### config.mk
export PLATFORM = sky130hd
export DESIGN_NAME = register_display_reader
export DESIGN_NICKNAME = d
export VERILOG_FILES = /design/src/rtl/register_display_reader.sv
export SDC_FILE = /design/constraint.sdc
export NUM_CORES = 1
export LEC_CHECK = 0
export CORE_MARGIN = 3
export CORE_UTILIZATION = 57
export DETAILED_ROUTE_END_ITERATION = 8
export DONT_BUFFER_PORTS = 1
export MAX_ROUTING_LAYER = met4
export PLACE_DENSITY_LB_ADDON = 0.3
export SETUP_SLACK_MARGIN = 0.2
export SYNTH_ARGS = -nofsm -noshare
export SYNTH_HDL_FRONTEND = slang
export SYNTH_SLANG_ARGS = --single-unit
### constraint.sdc
create_clock -name clock -period 2 [get_ports clock]
set_input_delay 0.2 -clock clock [delete_from_list [all_inputs] [get_ports clock]]
set_output_delay 0.2 -clock clock [all_outputs]
set_load 0.05 [all_outputs]
### src/rtl/register_display_reader.sv
// Register display reader: captures one register-file value and converts it
// serially (double-dabble, one shift per clock) into five packed BCD digits plus sign.
module register_display_reader #(
    parameter int SIGNED_MODE = 1
) (
    input  logic        clock,
    input  logic        reset,
    input  logic        start,
    input  logic [3:0]  reg_sel,
    output logic [3:0]  rd_addr,
    input  logic [15:0] rd_data,
    output logic        busy,
    output logic        done,
    output logic [19:0] bcd,
    output logic        sign,
    output logic [3:0]  shown_reg
);

    typedef enum logic [1:0] {
        ST_IDLE  = 2'd0,
        ST_FETCH = 2'd1,
        ST_CONV  = 2'd2
    } state_t;

    state_t      r_state;
    logic [3:0]  r_rd_addr;
    logic [3:0]  r_sel;
    logic        r_busy;
    logic        r_done;
    logic [19:0] r_bcd_out;
    logic        r_sign_out;
    logic [3:0]  r_shown;
    logic [15:0] r_bin;
    logic [19:0] r_bcd_work;
    logic        r_sign_work;
    logic [3:0]  r_cnt;

    logic        w_neg;
    logic [15:0] w_mag;
    logic [19:0] w_adj;
    logic [35:0] w_shift;

    // Pre-shift correction: every digit of 5 or more gets +3 so the shift carries into the next digit.
    function automatic logic [19:0] dabble_adjust(input logic [19:0] b);
        logic [19:0] r;
        r = 20'd0;
        for (int i = 0; i < 5; i++) begin
            if (b[i*4 +: 4] >= 4'd5) begin
                r[i*4 +: 4] = b[i*4 +: 4] + 4'd3;
            end else begin
                r[i*4 +: 4] = b[i*4 +: 4];
            end
        end
        return r;
    endfunction

    // Magnitude/sign of the captured value and the next double-dabble step.
    always_comb begin
        w_neg   = (SIGNED_MODE != 0) && rd_data[15];
        w_mag   = w_neg ? (~rd_data + 16'd1) : rd_data;
        w_adj   = dabble_adjust(r_bcd_work);
        w_shift = {w_adj, r_bin} << 1;
    end

    // Control FSM, conversion datapath and registered outputs.
    always_ff @(posedge clock) begin
        if (reset) begin
            r_state     <= ST_IDLE;
            r_rd_addr   <= 4'd0;
            r_sel       <= 4'd0;
            r_busy      <= 1'b0;
            r_done      <= 1'b0;
            r_bcd_out   <= 20'd0;
            r_sign_out  <= 1'b0;
            r_shown     <= 4'd0;
            r_bin       <= 16'd0;
            r_bcd_work  <= 20'd0;
            r_sign_work <= 1'b0;
            r_cnt       <= 4'd0;
        end else begin
            case (r_state)
                ST_IDLE: begin
                    r_done <= 1'b0;
                    if (start) begin
                        r_rd_addr <= reg_sel;
                        r_sel     <= reg_sel;
                        r_busy    <= 1'b1;
                        r_state   <= ST_FETCH;
                    end
                end
                ST_FETCH: begin
                    r_bin       <= w_mag;
                    r_sign_work <= w_neg;
                    r_bcd_work  <= 20'd0;
                    r_cnt       <= 4'd0;
                    r_state     <= ST_CONV;
                end
                ST_CONV: begin
                    r_bcd_work <= w_shift[35:16];
                    r_bin      <= w_shift[15:0];
                    r_cnt      <= r_cnt + 4'd1;
                    // Outputs change only on the final shift, so partial results stay hidden.
                    if (r_cnt == 4'd15) begin
                        r_bcd_out  <= w_shift[35:16];
                        r_sign_out <= r_sign_work;
                        r_shown    <= r_sel;
                        r_done     <= 1'b1;
                        r_busy     <= 1'b0;
                        r_state    <= ST_IDLE;
                    end
                end
                default: begin
                    r_state <= ST_IDLE;
                    r_busy  <= 1'b0;
                    r_done  <= 1'b0;
                end
            endcase
        end
    end

    assign rd_addr   = r_rd_addr;
    assign busy      = r_busy;
    assign done      = r_done;
    assign bcd       = r_bcd_out;
    assign sign      = r_sign_out;
    assign shown_reg = r_shown;

endmodule

==> run summary, run 1 <==
Flow results are below.

- The run finished with clean final reports.
- Per STA, the worst path is made up of inv_1 -> ha_1 -> buf_4 -> inv_1 -> nor2_2 -> nand2_1 -> o21ai_0.
- The later pin in the worst-skew pair is clocked with a latency of 0.35 ns.
- The first global-routing pass estimated 13.8 mm of wire.
- The largest net degree at the start of global routing is 69, for reference.
- The OpenROAD report gives the critical path a required time of 2.27 ns.
- The final layout report lists a filler cell count of 502.
- The CTS tree is done, for reference.
- The number of global-route vias before repair is 3050, for reference.
- The standard-cell row count is 28, for reference.
- The final tally of max-slew violations is 0, for reference.
- The global routing report lists met3 layer usage as 5.15%.
- The TritonCTS buffer count is 9, for reference.
- The remaining design rule violation count is 0, for reference.
- The share of the core filled by cells before placement is 59.7%, for reference.
- The growth of design area from synthesis to finish is 11.9%, for reference.
- The leakage component of the power was reported as 1.47 nW.
- Summed over all layers, the global routing overflow is 0.
- In the final layout, the share of cells above drive strength 1 is 9.76%.
- The count of nets left with antenna violations once routing finished came out at 0.
- Looking at the clock tree report, the maximum root-to-sink buffer count equals 2.
- Using the TritonRoute via totals, the vias-per-cell ratio works out to 5.88.
- The final timing summary puts the cycle share of the worst path at 86.2%.
- After detailed routing, the average wire length per cell comes to 15.2 um.
- The clock skew after layout is 0.00830 ns, for reference.
- The overall global routing resource usage is 23.9%, for reference.
- For this run, the post-layout net count is 486.
- The endpoint kind of the worst setup timing path is a flip-flop, for reference.
- Synthesis produced a netlist whose cell count is 444.
- In the final report, the number of hold violations comes to 0.
- The number of nets produced by synthesis is 484, for reference.
- The Yosys step of the flow raised 0 warnings.
- Routing resource usage on met2 recorded by global route was 37.5%.
- By instance count, the cell type seen most on the critical path is inv_1.
- The stat command in Yosys gives a chip area of 0.00360 mm2.
- Setup slack on the critical path of the routed design comes to 0.276 ns.
- The data arrival time of the critical path is 1.99 ns, for reference.
- Ranking logic cells in the layout by count gives the top entries dfxtp_1 (73), nand2_1 (66), nor2_1 (46), a21oi_1 (43), o21ai_0 (20).
- Per the post-synthesis stats, the area per cell is 8.10 um2.
- In this run the count of I/O pins placed on the die edge is 54.
- The area enclosed by the die boundary is 0.00730 mm2, for reference.
- Setup repair after global routing could not meet its margin everywhere.
- The cell area after placement is 0.00368 mm2, for reference.
- Before any placement, the netlist area is recorded as 0.00360 mm2.
- Counting only logic cells after layout, the most numerous master is dfxtp_1.
- The number of different library cells in the post-synthesis netlist is 42, for reference.
- Headroom to the max-slew limit came out at 63.5%.
- Among all stages on the critical path, the maximum delay recorded is 0.35 ns.
- RePlAce ended its routability-driven mode at a weighted congestion of 0.813.
- The count of vias placed by the detailed router is 3095, for reference.
- The end-of-flow timing check tallies setup violations at 0.
- Logged for this run, the post-placement worst setup slack is 0.0971 ns.
- The smallest clock period supported by the final layout is computed as 1.72 ns.
- The kind of cell adding the most delay to the critical path is simple AND/OR/NAND/NOR gates, for reference.
- The horizontal die dimension reported for this design is 85.5 um.
- STA classifies the critical path startpoint as a flip-flop.
- The max capacitance violation total is 0, for reference.
- Max fanout on the critical path was recorded as 6.
- The die is 85.5 um tall.
- The clock net in this run drives a total of 74 sinks.
- The fraction of registers with async set/reset is 0%, for reference.
- The script reports the combined buffer and inverter count of the critical path as 3.
- In this run, synthesis produced a sequential element count of 74.
- The setup path with the least slack is of type flip-flop to flip-flop.
- The routed wire length is 7.98 mm, for reference.
- The final instance area is 0.00403 mm2, for reference.
- The count of flip-flops with a built-in enable after synthesis is 0, for reference.
- For the pin with the worst max-slew slack, the measured transition is 0.546 ns.
-- run 1: Yosys cell counts (2+ instances only) --
master     n  area share, %
mux2i_1   10            2.8
a31o_2     2           0.49
nand4_1    3           0.52
nand2_1   66            6.9
inv_1     17            1.8
nand3_1    8            1.1
o41ai_1    3           0.73
o22ai_1    4           0.70
xor2_1     8            1.9
nor2_1    48            5.0
a311oi_1   2           0.49
nand2b_1  11            1.9
ha_1      17            5.9
o31ai_1    4           0.83
nor3_1     8            1.1
a32oi_1    2           0.49
xnor2_1    9            2.2
a21oi_1   44            6.1
and2_1     2           0.35
dfxtp_1   74             41
and3_1     7            1.2
a31oi_1    2           0.35
o211ai_1   2           0.42
nor2b_1    3           0.52
clkbuf_1  26            2.7
a22oi_1   17            3.5
a211oi_1   5            1.0
nor3b_1    6            1.3
or4_4      2           0.63
o21ai_0   20            2.8
-- run 1: layout make-up --
class / count / share of cell area [%]
Multi-Input combinational cell: 326 / 49.2
Tap cell: 75 / 2.33
Inverter: 17 / 1.58
Clock buffer: 11 / 3.51
Clock inverter: 5 / 1.93
Sequential cell: 74 / 36.8
Timing Repair Buffer: 18 / 4.63
-- run 1: power breakdown --
part / switching, W / leakage (nW) / internal (W)
Clock: 0.000563 / 0.109 / 0.000733
Combinational: 0.000424 / 0.762 / 0.000277
Sequential: 0.000110 / 0.600 / 0.00158
Total: 0.00110 / 1.47 / 0.00259
-- run 1: per-stage QoR --
| stage | instances | hold WS [ns] | power, W | util (%) |
|---|---|---|---|---|
| after global placement | 504 | 0.275 | 0.00234 | 61.1 |
| after CTS | 526 | 0.00356 | 0.00367 | 66.2 |
| final | 526 | 0.0210 | 0.00369 | 66.8 |
| after detailed placement | 504 | 0.277 | 0.00235 | 61.1 |
| after global routing | 526 | 0.0175 | 0.00385 | 66.8 |
| after floorplan | 444 | 0.344 | 0.00220 | - |
-- run 1: what timing repair did --
action	CTS	global route
setup endpoints to repair	24	16
resized	2	12
setup buffers	0	0
hold buffers	6	0
gates cloned	0	0
hold endpoints to repair	68	0
-- run 1: worst reg2reg max path: cells and delay by family, from the launching register on --
kind                     cells  cell delay (ns)
AND-OR/OR-AND                1             0.21
buffers and inverters        3             0.32
adder cells (fa/ha/maj)      1             0.32
flip-flops                   1             0.35
AND/OR/NAND/NOR              2             0.45
-- run 1: per-layer routing --
metal | share of wire [%] | wire length [um]
met1 | 45 | 3610
met2 | 48 | 3830
met3 | 6.5 | 516
met4 | 0.43 | 34
met5 | 0 | 0
-- run 1: cells by family after synthesis --
family / share of synthesized area (%)
simple gates: 21.1
compound gates: 20.3
flops: 41.2
buf+inv: 4.59
xor+xnor: 4.14
fa+ha+maj: 5.91
mux: 2.78
-- run 1: final timing paths --
kind | start | slack, ns | cells after the start | end
max | r_state[1] | 0.28 | 7 | r_bin[7]
max reg2reg | r_state[1] | 0.28 | 7 | r_bin[7]
min | start | 0.02 | 2 | r_sel[0]
min reg2reg | r_sign_work | 0.46 | 2 | sign
### M2 wires, run 1

(4 px per um)
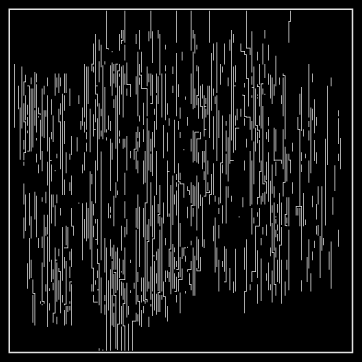
nets with wire on the layer = 379
share of all routed wire = 48%

### Where the registers sit, run 1

(4 px per um) Other sequential cells in the stronger gray, the rest of the logic in the fainter gray.
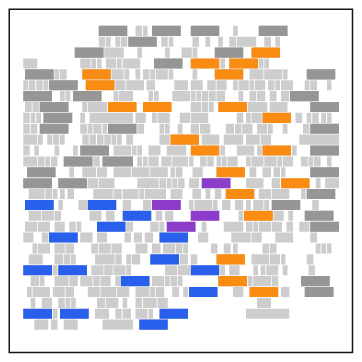
r_bcd_work -> orange  # placed flops 20
r_bin -> blue  # placed flops 16
r_cnt -> purple  # placed flops 4, where center
share of the core filled with cells: 66.8%
sequential cell area in the final layout: 0.00148 mm2
sequential power: 0.00169 W

### Sizing map, run 1

(6 px per um)
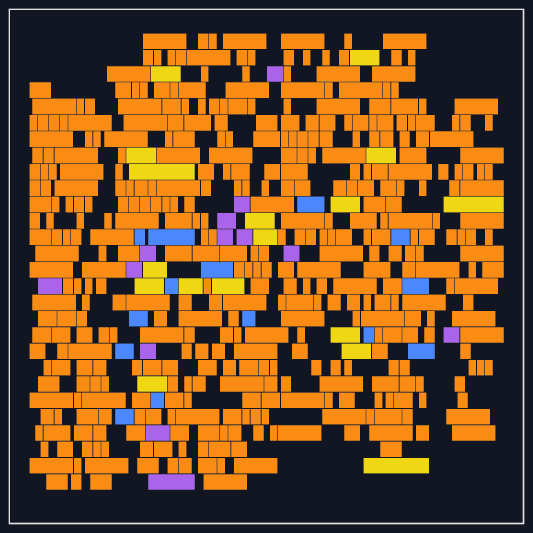
drive 2 -> blue  # cells 14
drive 1 or less -> orange  # cells 407
drive 3 to 4 -> purple  # cells 13
drive 6 and up -> yellow  # cells 17

### Zoomed window, run 1

Window x 30 to 55, y 30 to 55 um. Cells in gray, sequential cells in the stronger gray; small squares are vias.
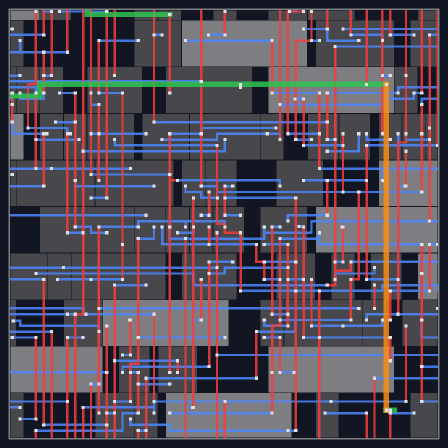

--- run 2 (diff from run 1) ---
ABC_AREA = 1   (was not set)
GPL_ROUTABILITY_DRIVEN = 1   (was not set)
### Zoomed window, run 2

Window x 31 to 56, y 31 to 56 um. Cells in gray, sequential cells in the stronger gray; small squares are vias.
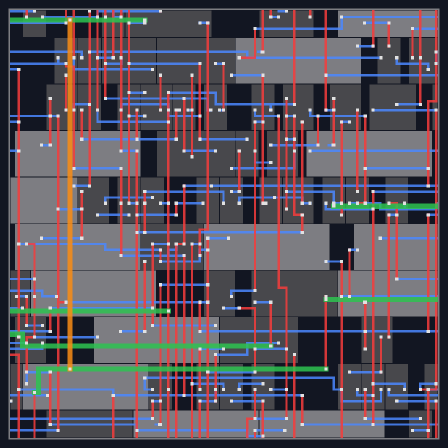
met4 -> orange
met3 -> green
met2 -> red
met1 -> blue
cells with their middle in the window = 64
most frequent = nand2_1 (17), dfxtp_1 (14), a21oi_1 (9)
sequential cells in the window = 14
netlist names of flops here include = r_bcd_work (7), r_cnt (4), r_bin (2)

### Routing congestion, run 2

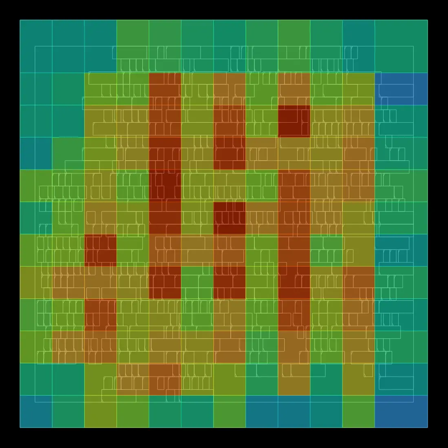
share of the core filled with cells: 65.2%
peak-usage layer in the global routing report: met2

==> run 2 against run 1 <==
Fmax grew 5.6%. Via count grew 8.5%. Non-clock buffer count shrank 9. Hold slack lost 0.0018 ns. Clock skew shrank 0.0019 ns. Total power grew 18%. Final area is essentially flat. Cell count grew 19%.
==> run summary, run 2 <==
Flow results are below.

- Run status: finished, final reports clean (unchanged).
- The number of cell instances after yosys synthesis is 551 (was 444), for reference.
- The number of warnings the tools reported was 35 (was 38).
- The transition at the pin with the smallest max-transition slack is 0.588 ns (was 0.546 ns), for reference.
- The routed wire length was 8.14 mm (was 7.98 mm).
- The CTS tree is done (unchanged).
- The number of clock sinks seen by CTS is 74 (unchanged), for reference.
- The overall overflow remaining after global route is 0 (unchanged), for reference.
- The weighted congestion at the end of routability-driven global placement is 0.849 (was 0.813).
- The endpoint kind of the worst setup timing path is a flip-flop (unchanged), for reference.
- The startpoint of the lowest-slack hold path was reset (was start).
- The static leakage is 1.77 nW (was 1.47 nW), for reference.
- The cell count after synthesis was 551 (was 444).
- The startpoint class of the critical path is a flip-flop (unchanged).
- The clock skew after layout is 0.00635 ns (was 0.00830 ns).
- The clock input transition at the sequential cells of the worst setup and hold paths is 0.07 ns (was 0.08 ns), for reference.
- The top cell type's share of synthesized area is 39.4% (was 41.2%), for reference.
- The worst setup path category is flip-flop to flip-flop (unchanged), for reference.
- The largest fanout on the critical path is 24 (was 6), for reference.
- The path class of the lowest-slack min-delay path is input port to flip-flop (unchanged), for reference.
- The TritonCTS buffer count was 9 (unchanged).
- The count of buffers from port buffering is 0 (unchanged), for reference.
- The number of nets at the end of the flow came to 589 (was 486).
- The count of flip-flops with a built-in enable after synthesis is 0 (unchanged), for reference.
- The fraction of final layout cells with drive strength greater than 1 was 7.23% (was 9.76%).
- The wire length per cell is 13.0 um (was 15.2 um).
- The primary flip-flop cell chosen by synthesis mapping is dfxtp_1 (unchanged), for reference.
- The number of nets produced by synthesis is 591 (was 484).
- The dominant cell type by area after synthesis is dfxtp_1 (unchanged), for reference.
- The data arrival time of the critical path came to 1.92 ns (was 1.99 ns).
- The clock latency of the later-clocked register in the worst-skew pair came to 0.35 ns (about the same).
- The buffers inserted during post-CTS setup optimization is 0 (unchanged).
- The total power per unit cell area is 1080 mW/mm2 (was 916 mW/mm2), for reference.
- The final tally of max-slew violations is 0 (unchanged), for reference.
- The remaining design rule violation count is 0 (unchanged), for reference.
- The number of nets still failing antenna checks after routing is 0 (unchanged), for reference.
- The launch point of the worst reg-to-reg path is r_state[0] (was r_state[1]), for reference.
- The wire length of the first global-routing pass is 13.5 mm (was 13.8 mm).
- The count of vias placed by the detailed router is 3358 (was 3095), for reference.
- The number of storage elements in the synthesis netlist is 74 (unchanged), for reference.
- Most numerous logic cells after layout: nand2_1 (98), nor2_1 (93), inv_1 (75), dfxtp_1 (74), a21oi_1 (58) (was dfxtp_1 (73), nand2_1 (66), nor2_1 (46), a21oi_1 (43), o21ai_0 (20)).
- The net switching power is 0.00161 W (was 0.00110 W), for reference.
- The overall global routing resource usage is 22.9% (was 23.9%).
- The fraction of power spent switching nets came to 37.0% (was 29.7%).
- The standard-cell row count is 28 (unchanged), for reference.
- The number of endpoints with negative hold slack in the final report came to 0 (unchanged).
- The worst-case clock buffer depth is 2 (unchanged), for reference.
- The average vias per placed instance is 5.35 (was 5.88), for reference.
- The horizontal die size came to 87.2 um (was 85.5 um).
- The internal power component is 0.00274 W (was 0.00259 W), for reference.
- The setup-violating endpoint count in the final report is 0 (unchanged), for reference.
- The most numerous cell in the Yosys netlist is nand2_1 (was dfxtp_1).
- The sequential fraction of design power came to 43.1% (was 45.8%).
- The final hold slack is 0.0192 ns (was 0.0210 ns).
- The count of boundary I/O pins is 54 (unchanged).
- The number of global-route vias before repair is 3119 (was 3050), for reference.
- The detailed-router iteration count before antenna repair came to 6 (was 5).
- The summed negative setup slack over all endpoints was 0 ns (unchanged).
- The root buffer cell is clkbuf_8 (unchanged), for reference.
- The number of DRC markers after the initial detailed-route iteration is 145 (was 210), for reference.
- The worst setup path startpoint is r_state[0] (was r_state[1]), for reference.
- The growth of design area from synthesis to finish is 7.02% (was 11.9%), for reference.
- The tightest slew margin relative to the limit is 60.7% (was 63.5%), for reference.
- The time the final worst path needs with I/O delays and setup is 1.63 ns (was 1.72 ns), for reference.
- The number of antenna violations at the first check in global routing is 0 (unchanged), for reference.
- The final critical-path share of the clock period is 81.6% (was 86.2%), for reference.
- The fmax is 0.612 GHz (was 0.580 GHz).
- The required time reported for the critical path endpoint is 2.28 ns (was 2.27 ns), for reference.
- The area of the mapped netlist is 0.00376 mm2 (was 0.00360 mm2), for reference.
- The largest net degree at the start of global routing is 40 (was 69), for reference.
- The total half-perimeter wirelength after legalization and detailed placement is 5.67 mm (was 5.21 mm).
- The fraction of registers with async set/reset was 0% (unchanged).
- The clock power share is 25.9% (was 35.1%), for reference.
- The number of different library cells in the post-synthesis netlist is 31 (was 42), for reference.
- The max capacitance violation total is 0 (unchanged), for reference.
- The antenna diode count was 0 (unchanged).
- The placeable core area is 0.00617 mm2 (was 0.00603 mm2), for reference.
- The mean instance size in the synthesized netlist is 6.82 um2 (was 8.10 um2).
- Top cells by instance count after synthesis: nand2_1 (98), nor2_1 (93), inv_1 (75), dfxtp_1 (74), a21oi_1 (58) (was dfxtp_1 (74), nand2_1 (66), nor2_1 (48), a21oi_1 (44), clkbuf_1 (26)).
- The share of the core filled by cells before placement is 61.0% (was 59.7%).
- The count of warnings emitted by yosys is 0 (unchanged).
- The number of levels in the clock H-tree is 3 (unchanged), for reference.
- The Yosys chip area came to 0.00376 mm2 (was 0.00360 mm2).
- The part of the total power dissipated in combinational logic is 31.0% (was 19.0%), for reference.
- The highest ir drop seen on vdd is 0.000639 V (was 0.000610 V), for reference.
- The most frequent logic cell in the layout is nand2_1 (was dfxtp_1).
- The die span in y is 87.2 um (was 85.5 um), for reference.
- The portion of the post-synthesis area used by sequential elements came to 39.4% (was 41.2%).
- Unrepaired setup endpoints after global routing: false (was true).
- Top cells by area in the synthesized netlist: dfxtp_1 (39%), nand2_1 (9.8%), nor2_1 (9.3%), a21oi_1 (7.7%), inv_1 (7.5%) (was dfxtp_1 (41%), nand2_1 (6.9%), a21oi_1 (6.1%), ha_1 (5.9%), nor2_1 (5.0%)).
- The area enclosed by the die boundary is 0.00760 mm2 (was 0.00730 mm2).
-- run 2: netlist changes by cell type after synthesis, sizes merged, moves of 14 or more --
cell	change
inv	+64
a22oi	-17
clkbuf	-17
nand2	+32
nor2	+48
a21oi	+14
o21ai	+28
-- run 2: worst max-delay path: stages, from the launching register on --
cell and delay [ns]:
dfxtp_1 0.36, inv_1 0.10, ha_1 0.38, inv_2 0.11, buf_4 0.28, nand2_1 0.07, o21ai_0 0.08, inv_1 0.05
a21oi_1 0.13
-- run 2: layout make-up --
class,instances,area [um2]
Sequential cell,74,1480
Clock inverter,3,40.0
Timing Repair Buffer,9,82.6
Fill cell,538,2140
Tap cell,75,93.8
Multi-Input combinational cell,374,1880
Clock buffer,12,145
Inverter,81,304
-- run 2: cells by family (layout without fill, tap and decap cells) --
kind of cell	after synthesis	count (layout)	synth area share, %
buffers and inverters	103	105	10.8
and+or+nand+nor	222	222	23.6
AOI/OAI and AO/OA	127	127	18.6
xor gates and xnor gates	8	8	1.86
adders and majority gates	17	17	5.66
DFF	74	74	39.4
-- run 2: path summary, 6_finish.rpt --
path | slack [ns] | to | cells past startpoint
max reg2reg | 0.37 | r_bin[14] | 8
max | 0.37 | r_bin[14] | 8
min reg2reg | 0.47 | r_bin[0] | 2
min | 0.02 | bcd[4] | 3
-- run 2: power groups by stage --
stage                     Combinational (W)  Sequential (W)  Clock, W
after CTS                           0.00133         0.00187   0.00115
final                               0.00135         0.00187   0.00113
after detailed placement            0.00130         0.00190         0
after floorplan                     0.00104         0.00188         0
after global routing                0.00152         0.00189   0.00122
after global placement              0.00126         0.00190         0
-- run 2: through the flow --
| step | instance area, um2 | utilization, % | power (W) | setup slack, ns | instances |
|---|---|---|---|---|---|
| 3_5_place_dp | 3800 | 61.7 | 0.00321 | 0.324 | 611 |
| 5_1_grt | 4020 | 65.2 | 0.00463 | 0.219 | 628 |
| 2_1_floorplan | 3760 | - | 0.00292 | 0.449 | 551 |
| 4_1_cts | 4020 | 65.2 | 0.00435 | 0.284 | 628 |
| 3_3_place_gp | 3800 | 61.7 | 0.00316 | 0.450 | 611 |
| 6_report | 4020 | 65.2 | 0.00434 | 0.367 | 628 |
-- run 2: timing repair --
item | CTS | global route
setup endpoints to repair | 0 | 6
endpoints found under the hold margin | 39 | 0
hold buffers | 2 | 0
resized | 0 | 1
-- run 2: metal layers --
layer / track usage [%] / share of wire [%]
met5: - / 0
met4: 8.93 / 1.6
met2: 37.5 / 48
met3: 5.39 / 6.5
met1: 27.1 / 44
Power is estimated from default activity; no workload was simulated.
